===== src/rtl/multicycle_ctrl.sv =====
// Main sequencer of the multi-cycle RV32I core.
// Walks FETCH/DECODE/EXEC/MEM/WB and owns the imem/dmem handshakes.
module multicycle_ctrl #(
  parameter int unsigned MEM_TIMEOUT = 255,
  parameter int unsigned CNT_W       = 8
) (
  input  logic       clk,
  input  logic       rst_n,
  input  logic [6:0] opcode,
  input  logic       branch_taken,
  input  logic       imem_ready,
  input  logic       dmem_ready,
  output logic       imem_req,
  output logic       dmem_req,
  output logic       dmem_we,
  output logic       ir_we,
  output logic       pc_we,
  output logic [1:0] pc_sel,
  output logic [1:0] aluop,
  output logic [1:0] alu_a_sel,
  output logic       alu_b_sel,
  output logic       reg_we,
  output logic [1:0] wb_sel,
  output logic       retire,
  output logic       fault,
  output logic [1:0] fault_cause
);

  typedef enum logic [2:0] {
    S_FETCH,
    S_DECODE,
    S_EXEC,
    S_MEM,
    S_WB,
    S_FAULT
  } state_e;

  localparam logic [6:0] OPC_LUI   = 7'b0110111;
  localparam logic [6:0] OPC_AUIPC = 7'b0010111;
  localparam logic [6:0] OPC_JAL   = 7'b1101111;
  localparam logic [6:0] OPC_JALR  = 7'b1100111;
  localparam logic [6:0] OPC_BR    = 7'b1100011;
  localparam logic [6:0] OPC_LOAD  = 7'b0000011;
  localparam logic [6:0] OPC_STORE = 7'b0100011;
  localparam logic [6:0] OPC_OPIMM = 7'b0010011;
  localparam logic [6:0] OPC_OP    = 7'b0110011;
  localparam logic [6:0] OPC_FENCE = 7'b0001111;

  localparam logic [CNT_W-1:0] TMO = CNT_W'(MEM_TIMEOUT);
  localparam logic [CNT_W-1:0] ONE = CNT_W'(1);

  state_e           state_q, state_d;
  logic [CNT_W-1:0] cnt_q, cnt_d;
  logic [1:0]       cause_q, cause_d;

  logic is_lui, is_auipc, is_jal, is_jalr, is_br;
  logic is_load, is_store, is_opimm, is_op, is_fence;
  logic legal;

  always_comb begin
    is_lui   = (opcode == OPC_LUI);
    is_auipc = (opcode == OPC_AUIPC);
    is_jal   = (opcode == OPC_JAL);
    is_jalr  = (opcode == OPC_JALR);
    is_br    = (opcode == OPC_BR);
    is_load  = (opcode == OPC_LOAD);
    is_store = (opcode == OPC_STORE);
    is_opimm = (opcode == OPC_OPIMM);
    is_op    = (opcode == OPC_OP);
    is_fence = (opcode == OPC_FENCE);
    legal    = is_lui | is_auipc | is_jal | is_jalr
             | is_br | is_load | is_store | is_opimm
             | is_op | is_fence;
  end

  always_comb begin
    state_d     = state_q;
    cnt_d       = cnt_q;
    cause_d     = cause_q;
    imem_req    = 1'b0;
    dmem_req    = 1'b0;
    dmem_we     = 1'b0;
    ir_we       = 1'b0;
    pc_we       = 1'b0;
    pc_sel      = 2'b00;
    aluop       = 2'b00;
    alu_a_sel   = 2'b00;
    alu_b_sel   = 1'b0;
    reg_we      = 1'b0;
    wb_sel      = 2'b00;
    retire      = 1'b0;
    fault       = 1'b0;
    fault_cause = cause_q;
    unique case (state_q)
      S_FETCH: begin
        imem_req = 1'b1;
        if (imem_ready) begin
          ir_we   = 1'b1;
          state_d = S_DECODE;
        end else if (cnt_q == TMO) begin
          state_d = S_FAULT;
          cause_d = 2'b10;
        end else begin
          cnt_d = cnt_q + ONE;
        end
      end
      S_DECODE: begin
        if (legal) begin
          state_d = S_EXEC;
        end else begin
          state_d = S_FAULT;
          cause_d = 2'b01;
        end
      end
      S_EXEC: begin
        cnt_d = '0;
        unique case (1'b1)
          is_op: begin
            aluop   = 2'b10;
            state_d = S_WB;
          end
          is_opimm: begin
            aluop     = 2'b11;
            alu_b_sel = 1'b1;
            state_d   = S_WB;
          end
          is_lui: begin
            alu_a_sel = 2'b10;
            alu_b_sel = 1'b1;
            state_d   = S_WB;
          end
          is_auipc, is_jal: begin
            alu_a_sel = 2'b01;
            alu_b_sel = 1'b1;
            state_d   = S_WB;
          end
          is_jalr: begin
            alu_b_sel = 1'b1;
            state_d   = S_WB;
          end
          is_load, is_store: begin
            alu_b_sel = 1'b1;
            state_d   = S_MEM;
          end
          is_br: begin
            aluop   = 2'b01;
            pc_we   = 1'b1;
            pc_sel  = branch_taken ? 2'b01 : 2'b00;
            retire  = 1'b1;
            state_d = S_FETCH;
          end
          is_fence: begin
            pc_we   = 1'b1;
            retire  = 1'b1;
            state_d = S_FETCH;
          end
          default: begin
            state_d = S_FAULT;
            cause_d = 2'b01;
          end
        endcase
      end
      S_MEM: begin
        // address selects held from EXEC
        dmem_req  = 1'b1;
        dmem_we   = is_store;
        alu_b_sel = 1'b1;
        if (dmem_ready) begin
          cnt_d = '0;
          if (is_store) begin
            pc_we   = 1'b1;
            retire  = 1'b1;
            state_d = S_FETCH;
          end else begin
            state_d = S_WB;
          end
        end else if (cnt_q == TMO) begin
          state_d = S_FAULT;
          cause_d = 2'b11;
        end else begin
          cnt_d = cnt_q + ONE;
        end
      end
      S_WB: begin
        reg_we  = 1'b1;
        pc_we   = 1'b1;
        retire  = 1'b1;
        cnt_d   = '0;
        state_d = S_FETCH;
        if (is_load) begin
          wb_sel = 2'b01;
        end else if (is_jal || is_jalr) begin
          wb_sel = 2'b10;
        end
        if (is_jal) begin
          pc_sel = 2'b01;
        end else if (is_jalr) begin
          pc_sel    = 2'b10;
          alu_b_sel = 1'b1;
        end
      end
      S_FAULT: begin
        fault = 1'b1;
      end
      default: begin
        cnt_d   = '0;
        state_d = S_FETCH;
      end
    endcase
    if (!rst_n) begin
      imem_req    = 1'b0;
      dmem_req    = 1'b0;
      dmem_we     = 1'b0;
      ir_we       = 1'b0;
      pc_we       = 1'b0;
      pc_sel      = 2'b00;
      aluop       = 2'b00;
      alu_a_sel   = 2'b00;
      alu_b_sel   = 1'b0;
      reg_we      = 1'b0;
      wb_sel      = 2'b00;
      retire      = 1'b0;
      fault       = 1'b0;
      fault_cause = 2'b00;
    end
  end

  always_ff @(posedge clk) begin
    if (!rst_n) begin
      state_q <= S_FETCH;
      cnt_q   <= '0;
      cause_q <= 2'b00;
    end else begin
      state_q <= state_d;
      cnt_q   <= cnt_d;
      cause_q <= cause_d;
    end
  end

endmodule

===== config.mk =====
export PLATFORM = sky130hd
export DESIGN_NAME = multicycle_ctrl
export DESIGN_NICKNAME = d
export VERILOG_FILES = /design/src/rtl/multicycle_ctrl.sv
export SDC_FILE = /design/constraint.sdc
export NUM_CORES = 1
export LEC_CHECK = 0
export CAP_MARGIN = 20
export CORE_ASPECT_RATIO = 1.2
export CORE_MARGIN = 2
export CORE_UTILIZATION = 45
export CTS_CLUSTER_DIAMETER = 50
export CTS_CLUSTER_SIZE = 24
export DETAILED_ROUTE_END_ITERATION = 7
export PLACE_DENSITY_LB_ADDON = 0.2
export SYNTH_ARGS = -nofsm -noshare
export SYNTH_HDL_FRONTEND = slang
export SYNTH_SLANG_ARGS = --single-unit

===== constraint.sdc =====
create_clock -name clk -period 4.39 [get_ports clk]
set_input_delay 0.878 -clock clk [delete_from_list [all_inputs] [get_ports clk]]
set_output_delay 0.878 -clock clk [all_outputs]
set_load 0.02 [all_outputs]

Run 1, cells by drive strength:
Scale bar: 10 um.
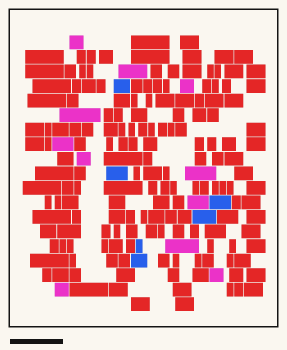
| size | color | cells | share |
|---|---|---|---|
| x1 and smaller | red | 163 | 91% |
| x2 | blue | 6 | 3.3% |
| x3 and x4 | magenta | 11 | 6.1% |

Run 1, signal wires by layer:
Scale bar: 10 um.
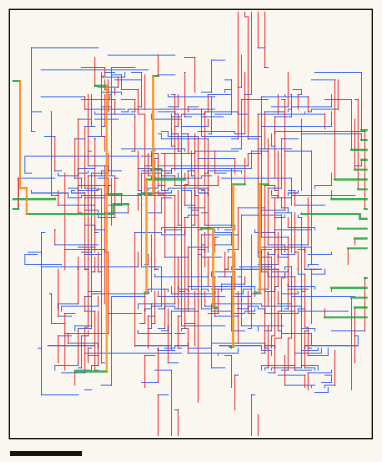
| layer | color | wire length |
|---|---|---|
| M3 | green | 94.5 um |
| M1 | blue | 1180 um |
| M2 | red | 1550 um |
| M4 | orange | 139 um |

Run 1, M4 wires:
Supply wires on this layer in gray.
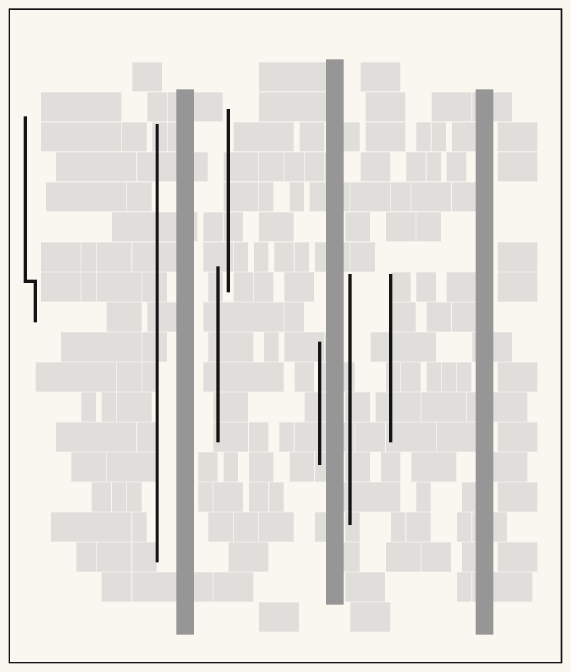
longest straight run: 39.4 um
wire length on this layer: 139 um
main direction: vertical
nets with wire on the layer: 7

Run 1, met3 routing:
Scale bar: 10 um.
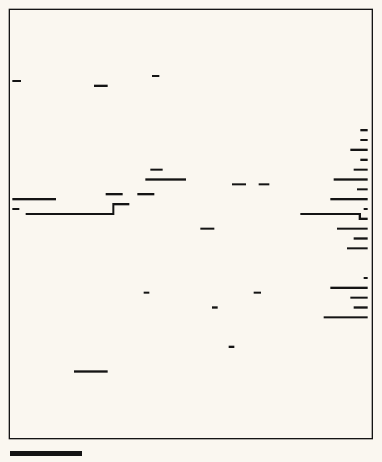
share of all routed wire: 3.2%
nets with wire on the layer: 28
wire length on this layer: 94.5 um
longest straight run: 12.0 um

==> flow_summary.yaml, run 1 <==
# yosys + openroad results
status:
  status: "completed"
clock_network:
  clkSinkCount: 13
  cts_inserted_buffers: 3
  hold_buffers: 0
  clock_path_buffers: 2
  post_cts_buffers: 0
  cts_tree: "yes"
  root_buffer: "clkbuf_4"
  clk_latency_ns: 0.29
power_and_ir_drop:
  power.switching_w: 0.000120
  leakagePower_nw: 0.526
  power_leader: "registers"
  pwr-share-clk_pct: 22.8
  pwr_density_cell_mw_per_mm2: 227
  power.total_w: 0.000333
  intPower_w: 0.000214
  seq_power_share_pct: 42.1
  pg_clk_w: 0.0000761
  p_sw_share_pct: 35.9
synth:
  yosysWarnings: 0
  syn_nets: 165
  ys_area_mm2: 0.00114
  yosysUniqueCellTypes: 48
  synthCells: 152
  compound_area_share_pct: 22.7
  avgSynthCellArea_um2: 7.49
  edf_count: 0
  synthTopLogicFamily: "simple AND/OR/NAND/NOR gates"
  yosys_cells: 152
  syn_area_mm2: 0.00114
  ys_async_sr_fraction_pct: 0
placement:
  io_buffers: 30
  dp.cells: 207
  place_ws_ns: 0.309
  gp_congestion: 0.914
global_routing:
  grt_use_met2_pct: 40.8
  grt.total_usage_pct: 21.7
  gr-max-usage-layer: "met2"
  grt_start_max_net_pins: 16
  use_met1_pct: 22.4
  overflow: 0
job:
  cap_violations: 0
layout:
  layout.cells.non_filler: 211
  seq_area_um2: 260
  fin_area_mm2: 0.00147
  buffers: 32
  syn_to_final_growth_pct: 28.9
  seq_share_pct: 17.7
  layout.nonclk_buf_share_pct: 21.5
  comb-cell-share_pct: 54.8
  drive_above_1_share_pct: 9.44
  antennaDiodeCount: 0
  comb_area_um2: 805
  final_nets: 194
  logic_gate_count: 125
  clock_area_share_pct: 1.79
  fillers: 217
sta:
  fmax_ghz: 0.245
  fin_hold_ws_ns: 0.482
  max-slew-margin-rel_pct: 67.7
  clock-skew-final_ns: 0.00407
  tns_ns: 0
  slew_viol_final: 0
  fin_crit_ns: 4.09
  setup_slack_ns: 0.302
  finalCritPeriodShare_pct: 93.1
  setup_viol: 0
setup_path:
  cp.arrival_ns: 3.21
  cp-end-kind: "output port"
  r2r_cells: 5
  critical_path_class: "primary input to output port"
  crit_slowest_cell: "clkdlybuf4s50_1"
  crit_family: "buffers and inverters"
  worstPathRequired_ns: 3.51
  worstPathMaxFanout: 11
  worst-path-stages: 7
  path_cells: "clkdlybuf4s50_1 > nand4bb_1 > a211oi_2 > a21oi_1 > o32a_1 > nor2_1 > clkdlybuf4s50_1"
drt:
  wl_per_cell_um: 14.0
  drt-initial-drc-count: 24
  drt_wl_total_um: 2960
  vias: 1207
die:
  fp-row-count: 19
  taps: 31
hold_path:
  hp-class: "flop to flop"
  min_path_cells: 2
[run 1: worst min-delay path, stage by stage, from the launching register on]
cell and delay (ns):
dfxtp_1 0.33, nand2_1 0.06, a21oi_1 0.05
[run 1: placed cells by master (no fill, tap or decap), drive strengths merged, types with 6 or more instances in the layout]
master         synthesis  routed
dfxtp                 13      13
a21oi                 14      14
and2                   6       6
o21ai                  6       6
nand2                 12      12
nand3                  9       9
inv                    6       6
clkdlybuf4s50          0      30
nor2                  20      20
[run 1: per-layer routing]
metal	wire [um]	share of wire (%)	vias to the layer above
li1	-	-	606
met1	1180	40	549
met2	1550	52	37
met3	94	3.2	15
met4	138	4.7	0
met5	0	0	-
[run 1: worst paths after layout]
| check | start | to | slack (ns) |
|---|---|---|---|
| max | opcode[3] | pc_we | 0.30 |
| min | cnt_q[1]$_SDFFE_PN0P_ | cnt_q[1]$_SDFFE_PN0P_ | 0.48 |
| max reg2reg | state_q[0]$_SDFFE_PN0P_ | cause_q[0]$_SDFFE_PN0P_ | 2.59 |
| min reg2reg | cnt_q[1]$_SDFFE_PN0P_ | cnt_q[1]$_SDFFE_PN0P_ | 0.48 |
[run 1: cells in the mapped netlist, types with 2 or more instances]
cell type	instances	area share (%)
buf_6	2	2.0
dfxtp_1	13	23
nand4_1	4	2.2
or2_1	2	1.1
inv_1	5	1.6
o31a_1	3	2.3
clkbuf_1	3	0.99
and3_1	4	2.2
a211oi_1	3	2.0
nand3_1	9	4.0
nor3_1	4	1.8
nor2_1	20	6.6
nand2_1	12	4.0
xor2_1	5	3.8
nand4bb_1	2	2.0
buf_2	2	0.88
nor4_1	2	1.1
nand4b_1	2	1.5
o21ai_1	4	1.8
a21boi_0	2	1.3
a21oi_1	12	5.3
or3_1	2	1.1
nand3b_1	2	1.3
and2_1	6	3.3
nor2b_1	4	2.2
==> run 2: changes to the inputs <==
Settings changed: SLEW_MARGIN from default to 40.
Run 2, signal wires by layer:
Scale bar: 10 um.
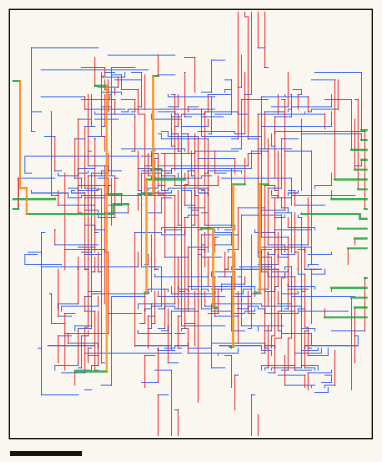
| layer | color | wire length |
|---|---|---|
| M3 | green | 94.5 um |
| M1 | blue | 1180 um |
| M4 | orange | 139 um |
| M2 | red | 1550 um |

Run 2, cells by drive strength:
Scale bar: 10 um.
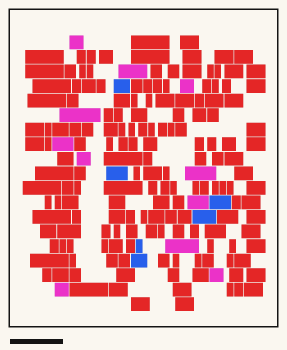
| size | color | cells | share |
|---|---|---|---|
| x1 and smaller | red | 163 | 91% |
| x3 and x4 | magenta | 11 | 6.1% |
| x2 | blue | 6 | 3.3% |

==> flow_summary.yaml, run 2 <==
# yosys + openroad results
status:
  status: "completed"
hold_path:
  min_from: "cnt_q[1]$_SDFFE_PN0P_"
  hold_end: "cnt_q[1]$_SDFFE_PN0P_"
  min_path_cells: 2
setup_path:
  crit_top_cell: "clkdlybuf4s50_1"
  r2r-start: "state_q[0]$_SDFFE_PN0P_"
  r2r_cells: 5
  slowest_delay_ns: 0.64
  reg2reg_to: "cause_q[0]$_SDFFE_PN0P_"
  cp-end-kind: "output port"
  regToRegSetupSlack_ns: 2.59
  cp.arrival_ns: 3.21
  crit_family: "buffers and inverters"
  worst-path-stages: 7
  path_cells: "clkdlybuf4s50_1 > nand4bb_1 > a211oi_2 > a21oi_1 > o32a_1 > nor2_1 > clkdlybuf4s50_1"
  startpoint: "opcode[3]"
synth:
  avgSynthCellArea_um2: 7.49
  compound_area_share_pct: 22.7
  edf_count: 0
  synth_top_area_share_pct: 22.9
  synthTopCellsByArea: "dfxtp_1, nor2_1, a21oi_1"
  syn_nets: 165
  common_cells: "nor2_1, dfxtp_1, a21oi_1, nand2_1, nand3_1"
  ys_async_sr_fraction_pct: 0
  synthCells: 152
  ys_area_mm2: 0.00114
  top_area_cell: "dfxtp_1"
  syn_area_mm2: 0.00114
  yosysUniqueCellTypes: 48
  yosysMostFrequentCell: "nor2_1"
layout:
  lay_top_count: "clkdlybuf4s50_1"
  antennaDiodeCount: 0
  layout.cells.non_filler: 211
  final_nets: 194
  comb_area_um2: 805
  drive_above_1_share_pct: 9.44
  fillers: 217
  seq_area_um2: 260
placement:
  dp.cells: 207
  gp_congestion: 0.914
  io_buffers: 30
sta:
  slew_viol_final: 0
  finalCritPeriodShare_pct: 93.1
  hold_viol: 0
  clock-skew-final_ns: 0.00407
  fmax_ghz: 0.245
  tns_ns: 0
  setup_viol: 0
  fin_crit_ns: 4.09
  max-slew-margin-rel_pct: 67.7
drt:
  drt-initial-drc-count: 24
  wl_per_cell_um: 14.0
  vias: 1207
power_and_ir_drop:
  power.switching_w: 0.000120
  p_sw_share_pct: 35.9
  intPower_w: 0.000214
  leakagePower_nw: 0.526
  pwr_density_cell_mw_per_mm2: 227
  pwr-share-clk_pct: 22.8
  seq_power_share_pct: 42.1
clock_network:
  clkSinkCount: 13
  clk_latency_ns: 0.29
  hold_buffers: 0
  post_cts_buffers: 0
  root_buffer: "clkbuf_4"
  cts_tree: "yes"
  cts_inserted_buffers: 3
  clock_path_buffers: 2
job:
  cap_violations: 0
  warning_count: 26
die:
  fp-row-count: 19
global_routing:
  overflow: 0
==> run 2: cell counts after synthesis <==
Identical to the previous run, type by type.
==> run 2: per-layer routing <==
layer | track usage (%) | vias to the layer above | part of all wire, %
met3 | 1.52 | 15 | 3.2
met1 | 22.4 | 549 | 40
met2 | 40.8 | 37 | 52
met5 | 0 | - | 0
li1 | - | 606 | -
met4 | 16.7 | 0 | 4.7
==> run 2: power groups by stage <==
stage	clock (W)	combinational, W	sequential (W)
6_report	0.0000761	0.000117	0.000140
5_1_grt	0.0000807	0.000128	0.000143
4_1_cts	0.0000797	0.000117	0.000140
3_5_place_dp	0	0.000117	0.000143
3_3_place_gp	0	0.000113	0.000142
2_1_floorplan	0	0.0000875	0.000134
==> run 2: metrics by stage <==
step / util, % / power (W) / worst slack [ns] / cell area, um2 / hold slack [ns]
CTS: 62.4 / 0.000337 / 0.299 / 1470 / 0.485
detailed placement: 61.2 / 0.000260 / 0.309 / 1440 / 0.474
global placement: 61.2 / 0.000256 / 0.393 / 1440 / 0.456
floorplan: - / 0.000222 / 1.20 / 1140 / 0.448
global route: 62.4 / 0.000352 / 0.153 / 1470 / 0.512
finish: 62.4 / 0.000333 / 0.302 / 1470 / 0.482
==> run 2: worst reg2reg max path: cells and delay by family, from the launching register on <==
family	cells	cell delay, ns
AND-OR/OR-AND	3	0.51
flip-flops	1	0.62
multiplexers	1	0.30
AND/OR/NAND/NOR	1	0.27
==> run 2: layout make-up <==
cell class	instances	area share, %
inverter	6	1.53
clock buffer	4	1.79
tap	31	2.64
timing repair buffer	32	21.5
sequential	13	17.7
multi-input combinational	125	54.8
Power is estimated from default activity; no workload was simulated.
